[config.mk]
export PLATFORM = sky130hd
export DESIGN_NAME = regfile_port_scheduler
export DESIGN_NICKNAME = d
export VERILOG_FILES = /design/src/rtl/regfile_port_scheduler.sv
export SDC_FILE = /design/constraint.sdc
export NUM_CORES = 1
export LEC_CHECK = 0
export CORE_AREA = 10 10 340 342
export DETAILED_ROUTE_END_ITERATION = 6
export DIE_AREA = 0 0 350 352
export GPL_ROUTABILITY_DRIVEN = 0
export PLACE_DENSITY_LB_ADDON = 0.2
export REMOVE_ABC_BUFFERS = 1
export SLEW_MARGIN = 20
export SYNTH_ARGS = -nofsm -noshare
export SYNTH_HDL_FRONTEND = slang
export SYNTH_SLANG_ARGS = --single-unit
export TNS_END_PERCENT = 50
[constraint.sdc]
create_clock -name clk -period 9.2 [get_ports clk]
set_input_delay 1.84 -clock clk [delete_from_list [all_inputs] [get_ports clk]]
set_output_delay 1.84 -clock clk [all_outputs]
set_load 0.05 [all_outputs]
[src/rtl/regfile_port_scheduler.sv]
// ---------------------------------------------------------------------------
// regfile_port_scheduler
//
// Purpose:
//   Arbitrates one issue-stage read requester and two writeback requesters
//   (wb0 = ALU, wb1 = MEM) onto a register block that has two read ports, one
//   write port and a single warp selector shared by all ports. At most one
//   write and one read are granted per cycle, and they are granted together
//   only when they target the same warp and the read does not touch the
//   register being written.
//
//   S0 : combinational arbitration on the request inputs (ready outputs).
//   S1 : accepted requests are registered onto the RF control outputs.
//   The RF reads combinationally during S1, and writes commit at the edge
//   that ends S1.
//
// Ports:
//   clk, rst                  clock, synchronous active-high reset
//   rd_*                      read request (valid/ready, warp, two operand
//                             addresses, operand enables, lane mask)
//   wb0_*, wb1_*              write requests (valid/ready, warp, address,
//                             lane mask, packed lane data, lane 0 in LSBs)
//   read_en_0/1, raddr_0/1    RF read port controls
//   write_en, waddr, wdata    RF write port controls
//   warp_selector             warp shared by all RF ports
//   rd_rsp_valid, rd_rsp_warp RF read data is valid this cycle, and its warp
//   conflict_cnt              saturating count of warp/address conflict stalls
// ---------------------------------------------------------------------------
module regfile_port_scheduler #(
  parameter int LANES        = 8,
  parameter int DATA_W       = 32,
  parameter int ADDR_W       = 6,
  parameter int WARP_W       = 4,
  parameter int STARVE_LIMIT = 4
) (
  input  logic                      clk,
  input  logic                      rst,
  // read request
  input  logic                      rd_valid,
  output logic                      rd_ready,
  input  logic [WARP_W-1:0]         rd_warp,
  input  logic [ADDR_W-1:0]         rd_addr0,
  input  logic [ADDR_W-1:0]         rd_addr1,
  input  logic [1:0]                rd_src_en,
  input  logic [LANES-1:0]          rd_mask,
  // writeback 0 (ALU)
  input  logic                      wb0_valid,
  output logic                      wb0_ready,
  input  logic [WARP_W-1:0]         wb0_warp,
  input  logic [ADDR_W-1:0]         wb0_addr,
  input  logic [LANES-1:0]          wb0_mask,
  input  logic [LANES*DATA_W-1:0]   wb0_data,
  // writeback 1 (MEM)
  input  logic                      wb1_valid,
  output logic                      wb1_ready,
  input  logic [WARP_W-1:0]         wb1_warp,
  input  logic [ADDR_W-1:0]         wb1_addr,
  input  logic [LANES-1:0]          wb1_mask,
  input  logic [LANES*DATA_W-1:0]   wb1_data,
  // register block controls
  output logic [LANES-1:0]          read_en_0,
  output logic [LANES-1:0]          read_en_1,
  output logic [ADDR_W-1:0]         raddr_0,
  output logic [ADDR_W-1:0]         raddr_1,
  output logic [LANES-1:0]          write_en,
  output logic [ADDR_W-1:0]         waddr,
  output logic [LANES*DATA_W-1:0]   wdata,
  output logic [WARP_W-1:0]         warp_selector,
  // read response / status
  output logic                      rd_rsp_valid,
  output logic [WARP_W-1:0]         rd_rsp_warp,
  output logic [15:0]               conflict_cnt
);

  localparam int WAIT_W = $clog2(STARVE_LIMIT + 1);

  // S1 registers
  logic [LANES-1:0]        r_read_en_0;
  logic [LANES-1:0]        r_read_en_1;
  logic [ADDR_W-1:0]       r_raddr_0;
  logic [ADDR_W-1:0]       r_raddr_1;
  logic [LANES-1:0]        r_write_en;
  logic [ADDR_W-1:0]       r_waddr;
  logic [LANES*DATA_W-1:0] r_wdata;
  logic [WARP_W-1:0]       r_warp_sel;
  logic                    r_rd_rsp_valid;
  logic [WARP_W-1:0]       r_rd_rsp_warp;
  logic [15:0]             r_conflict_cnt;
  // arbitration state
  logic                    r_rr;           // 0: wb0 preferred, 1: wb1 preferred
  logic [WAIT_W-1:0]       r_rd_wait_cnt;

  // S0 arbitration
  logic                    w_wr_sel1;
  logic                    w_wr_valid;
  logic [WARP_W-1:0]       w_wr_warp;
  logic [ADDR_W-1:0]       w_wr_addr;
  logic [LANES-1:0]        w_wr_mask;
  logic [LANES*DATA_W-1:0] w_wr_data;
  logic                    w_collide;
  logic                    w_compat;
  logic                    w_starved;
  logic                    w_rd_grant;
  logic                    w_wr_grant;
  logic                    w_conflict;

  // Pick the write candidate first: the round-robin pointer only matters
  // when both sources are valid, otherwise the lone valid source is taken.
  always_comb begin
    w_wr_sel1 = 1'b0;
    if (wb0_valid && wb1_valid) begin
      w_wr_sel1 = r_rr;
    end else begin
      w_wr_sel1 = wb1_valid;
    end
  end

  assign w_wr_valid = wb0_valid | wb1_valid;
  assign w_wr_warp  = w_wr_sel1 ? wb1_warp : wb0_warp;
  assign w_wr_addr  = w_wr_sel1 ? wb1_addr : wb0_addr;
  assign w_wr_mask  = w_wr_sel1 ? wb1_mask : wb0_mask;
  assign w_wr_data  = w_wr_sel1 ? wb1_data : wb0_data;

  // A read and a write issued together land in S1 together; the RF read
  // happens before the write commits, so an enabled operand on the written
  // register would return stale data. Such pairs are serialised instead.
  assign w_collide = (rd_src_en[0] && (rd_addr0 == w_wr_addr)) ||
                     (rd_src_en[1] && (rd_addr1 == w_wr_addr));
  assign w_compat  = (rd_warp == w_wr_warp) && !w_collide;
  assign w_starved = (r_rd_wait_cnt == WAIT_W'(STARVE_LIMIT));

  // Writes win an incompatible pair unless the read has been starved.
  assign w_rd_grant = !rst && rd_valid   && (!w_wr_valid || w_compat ||  w_starved);
  assign w_wr_grant = !rst && w_wr_valid && (!rd_valid   || w_compat || !w_starved);
  assign w_conflict = !rst && rd_valid && w_wr_valid && !w_compat;

  assign rd_ready  = w_rd_grant;
  assign wb0_ready = w_wr_grant && !w_wr_sel1;
  assign wb1_ready = w_wr_grant &&  w_wr_sel1;

  always_ff @(posedge clk) begin
    if (rst) begin
      r_read_en_0    <= '0;
      r_read_en_1    <= '0;
      r_raddr_0      <= '0;
      r_raddr_1      <= '0;
      r_write_en     <= '0;
      r_waddr        <= '0;
      r_wdata        <= '0;
      r_warp_sel     <= '0;
      r_rd_rsp_valid <= 1'b0;
      r_rd_rsp_warp  <= '0;
      r_conflict_cnt <= '0;
      r_rr           <= 1'b0;
      r_rd_wait_cnt  <= '0;
    end else begin
      r_read_en_0    <= (w_rd_grant && rd_src_en[0]) ? rd_mask : '0;
      r_read_en_1    <= (w_rd_grant && rd_src_en[1]) ? rd_mask : '0;
      r_write_en     <= w_wr_grant ? w_wr_mask : '0;
      r_rd_rsp_valid <= w_rd_grant;

      if (w_rd_grant) begin
        r_raddr_0     <= rd_addr0;
        r_raddr_1     <= rd_addr1;
        r_rd_rsp_warp <= rd_warp;
        r_warp_sel    <= rd_warp;
      end

      // When both are granted the warps are equal, so the order of these
      // two warp selector loads does not matter.
      if (w_wr_grant) begin
        r_waddr    <= w_wr_addr;
        r_wdata    <= w_wr_data;
        r_warp_sel <= w_wr_warp;
        r_rr       <= ~r_rr;
      end

      if (!rd_valid || w_rd_grant) begin
        r_rd_wait_cnt <= '0;
      end else if (!w_starved) begin
        r_rd_wait_cnt <= r_rd_wait_cnt + WAIT_W'(1);
      end

      if (w_conflict && (r_conflict_cnt != 16'hFFFF)) begin
        r_conflict_cnt <= r_conflict_cnt + 16'd1;
      end
    end
  end

  assign read_en_0     = r_read_en_0;
  assign read_en_1     = r_read_en_1;
  assign raddr_0       = r_raddr_0;
  assign raddr_1       = r_raddr_1;
  assign write_en      = r_write_en;
  assign waddr         = r_waddr;
  assign wdata         = r_wdata;
  assign warp_selector = r_warp_sel;
  assign rd_rsp_valid  = r_rd_rsp_valid;
  assign rd_rsp_warp   = r_rd_rsp_warp;
  assign conflict_cnt  = r_conflict_cnt;

endmodule
==> flow_summary.toml, run 1 <==
# synthesis and place-and-route metrics
[status]
status = "complete, no violations"

[sta]
tns_ns = 0
period_minus_slack_ns = 7.56
whs_ns = 0.453
slew_viol_final = 0
max_freq_mhz = 132
hold_viol = 0
slew-limit-headroom_pct = 30.9
period_used_pct = 82.2
tightest_slew_ns = 1.04
rsz0062_at_grt = "no"
fin_ws_ns = 1.64

[synthesis]
yosysWarnings = 0
ys_ff = 327
enable_flop_cells = 0
topCellsByArea = "dfxtp_1, a311oi_1, nand2_1, nor2_1, clkbuf_1"
yosysChipArea_um2 = 14100
syn_area_per_cell_um2 = 7.81
top_area_cell = "dfxtp_1"
ff_type = "dfxtp_1"
most_common_cell = "nand2_1"
yosysUniqueCellTypes = 43
synthCells = 1801

[cells_and_area]
fin_area_um2 = 26000
seq_cells = 327
nFillCells = 12000
clockBufferCount = 69
area_growth_pct = 85.1
sh_seq_area_pct = 25.2
logic_area_um2 = 6820
nonClkBufAreaFrac_pct = 35.6
clk_share_pct = 6.02
finish.utilization_pct = 24.0
mostFrequentLayoutCells = "clkdlybuf4s50_1, nand2_1, dfxtp_1"
largest_class = "non-clock buffers"
diodes = 6
inv_count = 12
seq_area_um2 = 6550

[cts]
cts_buffers = 46
clock_sinks = 327
hold_buffers = 0
ctsRootBufferMaster = "clkbuf_16"
cts_resized = 0
h-tree-depth = 2
clockBufferDepth = 3
clkSlewWorstSetupHoldPaths_ns = 0.05

[detailed_routing]
wirelength_mm = 85.6
ant_nets = 0
drc_errors = 0
vias = 16000
initialDrtViolationCount = 755
met3_length_mm = 7.99
wl_met2_mm = 43.3
routed_via_density = 3.94
wl_per_cell_um = 21.0

[setup_path]
required_ns = 7.36
cp_num_cells = 10
cp-end-kind = "output port"
r2r_start = "r_rr$_SDFFE_PP0N_"
slowest_stage = "nor4_2"
crit_family = "buffers and inverters"
worst-path-buf-inv = 3
critPathLaunchType = "primary input"
cp_max_fo = 48
crit_path_frequent_cell = "nor2_1"
slowest_delay_ns = 0.85
crit_chain = "clkdlybuf4s50_1 -> nand2_4 -> a211oi_1 -> nor2_1 -> nor4_2 -> nor2_1 -> o21ai_1 -> buf_4 -> nor2_1 -> clkdlybuf4s50_1"
worst-setup-path-type = "primary input to output port"
reg2reg_depth = 11
crit_start = "wb1_valid"
critPathCapture = "wb0_ready"

[worst_hold_path]
hold_class = "register to register"
hold_depth = 1
min_to = "r_rd_wait_cnt[0]$_SDFFE_PP0P_"
min_from = "r_rd_wait_cnt[0]$_SDFFE_PP0P_"

[global_route]
grt_util_met2_pct = 23.5
grt-ovfl-total = 0
grt_pass1_wl_mm = 119
grtUsageMet3_pct = 5.17
grt_util_met1_pct = 13.7
grt_use_total_pct = 13.1

[place]
placedInstanceArea_um2 = 24400
dp_cells = 3981
portBuffers = 904
dp_hpwl_mm = 65.8

[floorplanning]
fp_util_pct = 13.0
dieArea_um2 = 123000
die_w_um = 350
die_h_um = 352

[pwr]
p_per_area_nw_per_um2 = 188
peakVddDrop_mv = 0.107
cellLeakagePower_uw = 0.00950
power_uw = 4880

[job]
warning_count = 32
-- run 1: cell families (layout without fill, tap and decap cells) --
family	after synthesis	count (layout)	share of synthesized area, %
xor gates and xnor gates	12	12	0.748
DFF	327	327	46.6
adders and majority gates	3	3	0.267
and+or+nand+nor	926	926	26.2
AOI/OAI and AO/OA	344	344	19.9
other	0	6	0
buffers and inverters	172	1019	5.09
muxes	17	17	1.24
-- run 1: registers in the layout (all words and copies together) (netlist names), 3 cells and up --
signal,count
read_en_0,8
waddr,6
r_rd_wait_cnt,3
read_en_1,8
warp_selector,4
wdata,256
raddr_1,6
conflict_cnt,16
write_en,8
rd_rsp_warp,4
raddr_0,6
-- run 1: where the power goes --
group	switching, µW	internal (µW)
Clock	729	1150
Combinational	854	544
Sequential	66.3	1540
### Cell placement, run 1

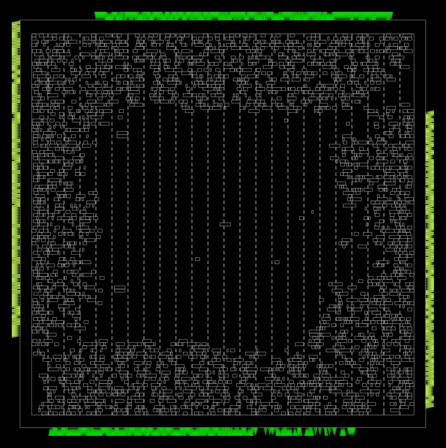
FP Rows: 121
Post-Layout Cell Count: 4068

### Placement by cell class, run 1

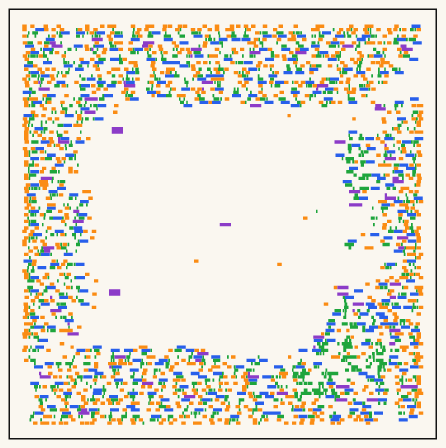
legend:
  blue:
    class: sequential cells
    cells: 327
    share_of_their_area: 27%
  green:
    class: combinational and other logic
    cells: 1314
    share_of_their_area: 28%
  orange:
    class: remaining buffers and delay cells
    cells: 926
    share_of_their_area: 38%
  purple:
    class: clock drivers and dummy loads
    cells: 81
    share_of_their_area: 6.5%

### M3 wires, run 1

Scale bar: 100 µm.
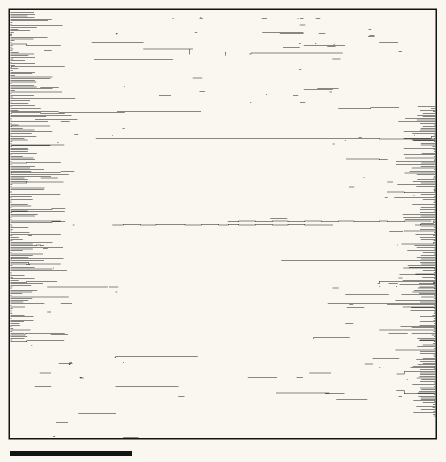
wire length on this layer: 7990 µm
share of all routed wire: 9.3%
main direction: horizontal
nets with wire on the layer: 441

==> run 1 -> run 2 <==
--- a/config.mk
+++ b/config.mk
@@ -5,9 +5,9 @@
 export SDC_FILE = /design/constraint.sdc
 export NUM_CORES = 1
 export LEC_CHECK = 0
-export CORE_AREA = 10 10 340 342
+export CORE_AREA = 10 10 343 345
 export DETAILED_ROUTE_END_ITERATION = 6
-export DIE_AREA = 0 0 350 352
+export DIE_AREA = 0 0 353 355
 export GPL_ROUTABILITY_DRIVEN = 0
 export PLACE_DENSITY_LB_ADDON = 0.2
 export REMOVE_ABC_BUFFERS = 1
==> constraint.sdc (replaced) <==
create_clock -name clk -period 7.92 [get_ports clk]
set_input_delay 1.584 -clock clk [delete_from_list [all_inputs] [get_ports clk]]
set_output_delay 1.584 -clock clk [all_outputs]
set_load 0.05 [all_outputs]
### M3 wires, run 2

Scale bar: 100 µm.
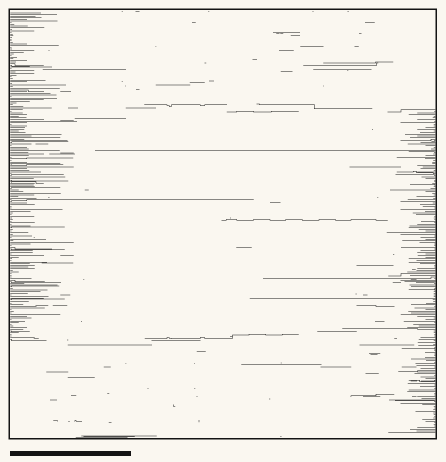
longest straight run: 282 µm
nets with wire on the layer: 439
wire length on this layer: 8350 µm

==> run 2 against run 1 <==
Worst setup slack got worse by 0.40 ns. First-iteration DRC count increased by 2.9%. Synthesized cell count unchanged. Via count increased by 0.42%. Critical path type unchanged. Highest routed layer unchanged.
==> flow_summary.toml, run 2 <==
# synthesis and place-and-route metrics
[pwr]
p_per_area_nw_per_um2 = 212
power.share.sequential_pct = 33.7
pg_clk_uw = 2030
p_sw_uw = 1890
clkPwrFrac_pct = 36.8
p_int_uw = 3630
cellLeakagePower_uw = 0.00943
peakVddDrop_mv = 0.0982
power_uw = 5520

[setup_path]
critPathLaunchType = "primary input"
crit_start = "wb1_valid"
cp-end-kind = "output port"
cp_max_fo = 45
slowest_delay_ns = 0.82
critPathCapture = "wb1_ready"
reg2reg_depth = 12
crit_chain = "clkdlybuf4s50_1 -> inv_2 -> nor2_4 -> buf_4 -> o22ai_1 -> nand4b_1 -> o211ai_1 -> buf_4 -> nor2_1 -> o21ai_1 -> nor2_1 -> clkdlybuf4s50_1"

[detailed_routing]
met3_length_mm = 8.35
drc_errors = 0
wirelength_mm = 87.3
initialDrtViolationCount = 777
wl_per_cell_um = 21.1
ant_nets = 0

[floorplanning]
dieArea_um2 = 125000
rows = 122
die_h_um = 355

[synthesis]
ff_type = "dfxtp_1"
ys_ff = 327
yosysUniqueCellTypes = 43
top_area_cell = "dfxtp_1"
topCellsByArea = "dfxtp_1, a311oi_1, nand2_1, nor2_1, clkbuf_1"
enable_flop_cells = 0
syn_area_per_cell_um2 = 7.81
yosysWarnings = 0
most_common_cell = "nand2_1"

[worst_hold_path]
hold_depth = 1
min_to = "r_rd_wait_cnt[0]$_SDFFE_PP0P_"
hold_class = "register to register"

[sta]
slew-limit-headroom_pct = 31.4
fin_ws_ns = 1.23
period_minus_slack_ns = 6.69
tns_ns = 0
slew_viol_final = 0
period_used_pct = 84.4
hold_viol = 0
max_freq_mhz = 150

[global_route]
grt_util_met1_pct = 13.6
grt_pass1_wl_mm = 122

[place]
placedInstanceArea_um2 = 24600
dp_cells = 4056

[cells_and_area]
area_growth_pct = 85.0
mostFrequentLayoutCells = "clkdlybuf4s50_1, nand2_1, dfxtp_1"
largest_reg_flops = 256
finish.utilization_pct = 23.6

[cts]
clock_sinks = 327
cts_buffers = 45
clkSlewWorstSetupHoldPaths_ns = 0.05
h-tree-depth = 2
ctsRootBufferMaster = "clkbuf_16"
hold_buffers = 0

[status]
status = "complete, no violations"
### Cell area per tile, run 2

The die is cut into 35 by 36 equal tiles; white is low, dark blue is high, 0 to 100% covered.
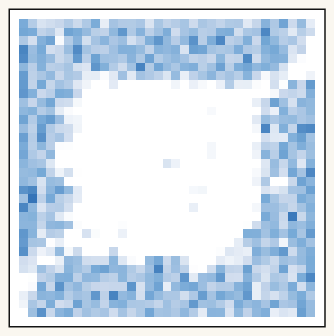
nearly empty tiles: 43%
fullest tile: 72%
emptiest ninth of the die: middle
mean over tiles: 19%

run 2: area by class of cell:
cell class	instances	area, µm²
Fill cell	12200	84400
Timing Repair Buffer	927	9290
Multi-Input combinational cell	1302	6820
Sequential cell	327	6550
Tap cell	1488	1860
Clock buffer	73	1340
Clock inverter	6	83.8
Inverter	12	45.0
Antenna cell	6	15.0
run 2: logic make-up (layout without fill, tap and decap cells):
family / Yosys count / in the layout / synth area share, %
buffers and inverters: 172 / 1018 / 5.09
other: 0 / 6 / 0
flip-flops: 327 / 327 / 46.6
multiplexers: 17 / 17 / 1.24
AND/OR/NAND/NOR: 926 / 926 / 26.2
adder cells (fa/ha/maj): 3 / 3 / 0.267
AND-OR/OR-AND: 344 / 344 / 19.9
XOR/XNOR: 12 / 12 / 0.748
==> run 2 -> run 3 <==
==> constraint.sdc (replaced) <==
create_clock -name clk -period 5.6 [get_ports clk]
set_input_delay 1.12 -clock clk [delete_from_list [all_inputs] [get_ports clk]]
set_output_delay 1.12 -clock clk [all_outputs]
set_load 0.05 [all_outputs]
### Cell placement, run 3

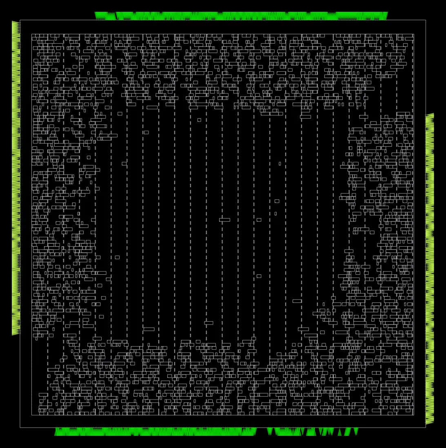
Tap Cells: 1488
Post-Layout Cell Count: 4165
core area: 110000 µm²
fin util: 23.9%

==> run 3 against run 2 <==
Design area is 1.4% higher. Sequential power is 42% higher. Combinational power is 44% higher.
==> flow_summary.toml, run 3 <==
# synthesis and place-and-route metrics
[cells_and_area]
signal_buffers = 949
largest_class = "non-clock buffers"
diodes = 9
mostFrequentLayoutCells = "clkdlybuf4s50_1, nand2_1, dfxtp_1"
seq_area_um2 = 6550
sh_seq_area_pct = 24.8
nFillCells = 12200
logic_area_um2 = 6820
nonClkBufAreaFrac_pct = 36.2
clockBufferCount = 69
fin_area_um2 = 26400
clk_share_pct = 5.80
largest_reg_flops = 256
nMultiInputCombCells = 1302

[sta]
period_used_pct = 86.1
tns_ns = 0
tightest_slew_ns = 1.05
slew_viol_final = 0
rsz0062_at_grt = "no"
whs_ns = 0.475
hold_viol = 0
period_minus_slack_ns = 4.82
max_freq_mhz = 207
slew-limit-headroom_pct = 30.1

[cts]
cts_resized = 0
cts_buffers = 45
clockBufferDepth = 3
clkSlewWorstSetupHoldPaths_ns = 0.06
h-tree-depth = 2
clock_sinks = 327
ctsRootBufferMaster = "clkbuf_16"

[pwr]
p_sw_uw = 2680
peakVddDrop_mv = 0.200
power_leader = "clock"
pg_seq_uw = 2640
p_per_area_nw_per_um2 = 304
pg_comb_uw = 2340
power_uw = 8020
cellLeakagePower_uw = 0.00963
clkPwrFrac_pct = 37.9
power_switching_share_pct = 33.5

[detailed_routing]
wl_per_cell_um = 21.1
met3_length_mm = 8.57
routed_via_density = 3.89
initialDrtViolationCount = 879
vias = 16200
ant_nets = 0
drc_errors = 0
wl_met2_mm = 44.5

[place]
portBuffers = 904
dp_hpwl_mm = 68.7
dp_cells = 4078

[setup_path]
crit_chain = "clkdlybuf4s50_1 -> and2b_1 -> nor2_4 -> mux2i_1 -> o221ai_1 -> o211ai_1 -> buf_4 -> nor2_1 -> o21ai_1 -> nor2_1 -> buf_4"
required_ns = 4.48
worst-setup-path-type = "primary input to output port"
worst-path-buf-inv = 3
slowest_delay_ns = 0.44
slowest_stage = "clkdlybuf4s50_1"
crit_family = "buffers and inverters"
cp-end-kind = "output port"
cp_max_fo = 8
critPathLaunchType = "primary input"

[synthesis]
topCellsByArea = "dfxtp_1, a311oi_1, nand2_1, nor2_1, clkbuf_1"
ys_sh_adder_pct = 0.267
yosysChipArea_um2 = 14100
most_common_cell = "nand2_1"
synthTopLogicFamily = "simple AND/OR/NAND/NOR gates"
enable_flop_cells = 0
xor_share_pct = 0.748
yosysWarnings = 0
top_area_cell = "dfxtp_1"
simple_gate_area_share_pct = 26.2
aoi_share_pct = 19.9
mux_share_pct = 1.24
synthCells = 1801
yosysUniqueCellTypes = 43
ys_ff = 327

[status]
status = "complete, no violations"

[global_route]
grt_util_met2_pct = 23.5
grtUsageMet3_pct = 5.93
grt_use_total_pct = 13.1
grt_pass1_wl_mm = 122
grt-ovfl-total = 0

[floorplanning]
rows = 122
dieArea_um2 = 125000
### Placement by cell class, run 3

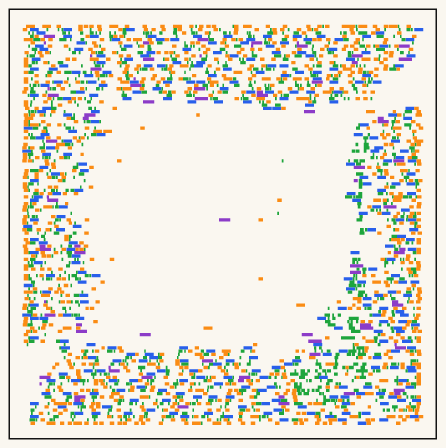
legend:
  purple:
    class: clock drivers and dummy loads
    cells: 78
    share_of_their_area: 6.3%
  blue:
    class: sequential cells
    cells: 327
    share_of_their_area: 27%
  green:
    class: combinational and other logic
    cells: 1314
    share_of_their_area: 28%
  orange:
    class: remaining buffers and delay cells
    cells: 949
    share_of_their_area: 39%

## run 3: path summary, 6_finish.rpt
| check | slack (ns) | startpoint | to | depth (start not counted) |
|---|---|---|---|---|
| worst min-delay path | 0.48 | raddr_0[1]$_SDFFE_PP0P_ | raddr_0[1]$_SDFFE_PP0P_ | 2 |
| worst min register to register | 0.48 | raddr_0[1]$_SDFFE_PP0P_ | raddr_0[1]$_SDFFE_PP0P_ | 2 |
| worst max-delay path | 0.78 | wb0_valid | wb0_ready | 11 |
| worst max register to register | 2.03 | r_rr$_SDFFE_PP0N_ | wdata[194]$_SDFFE_PP0N_ | 11 |
Power and IR drop assume default switching activity.
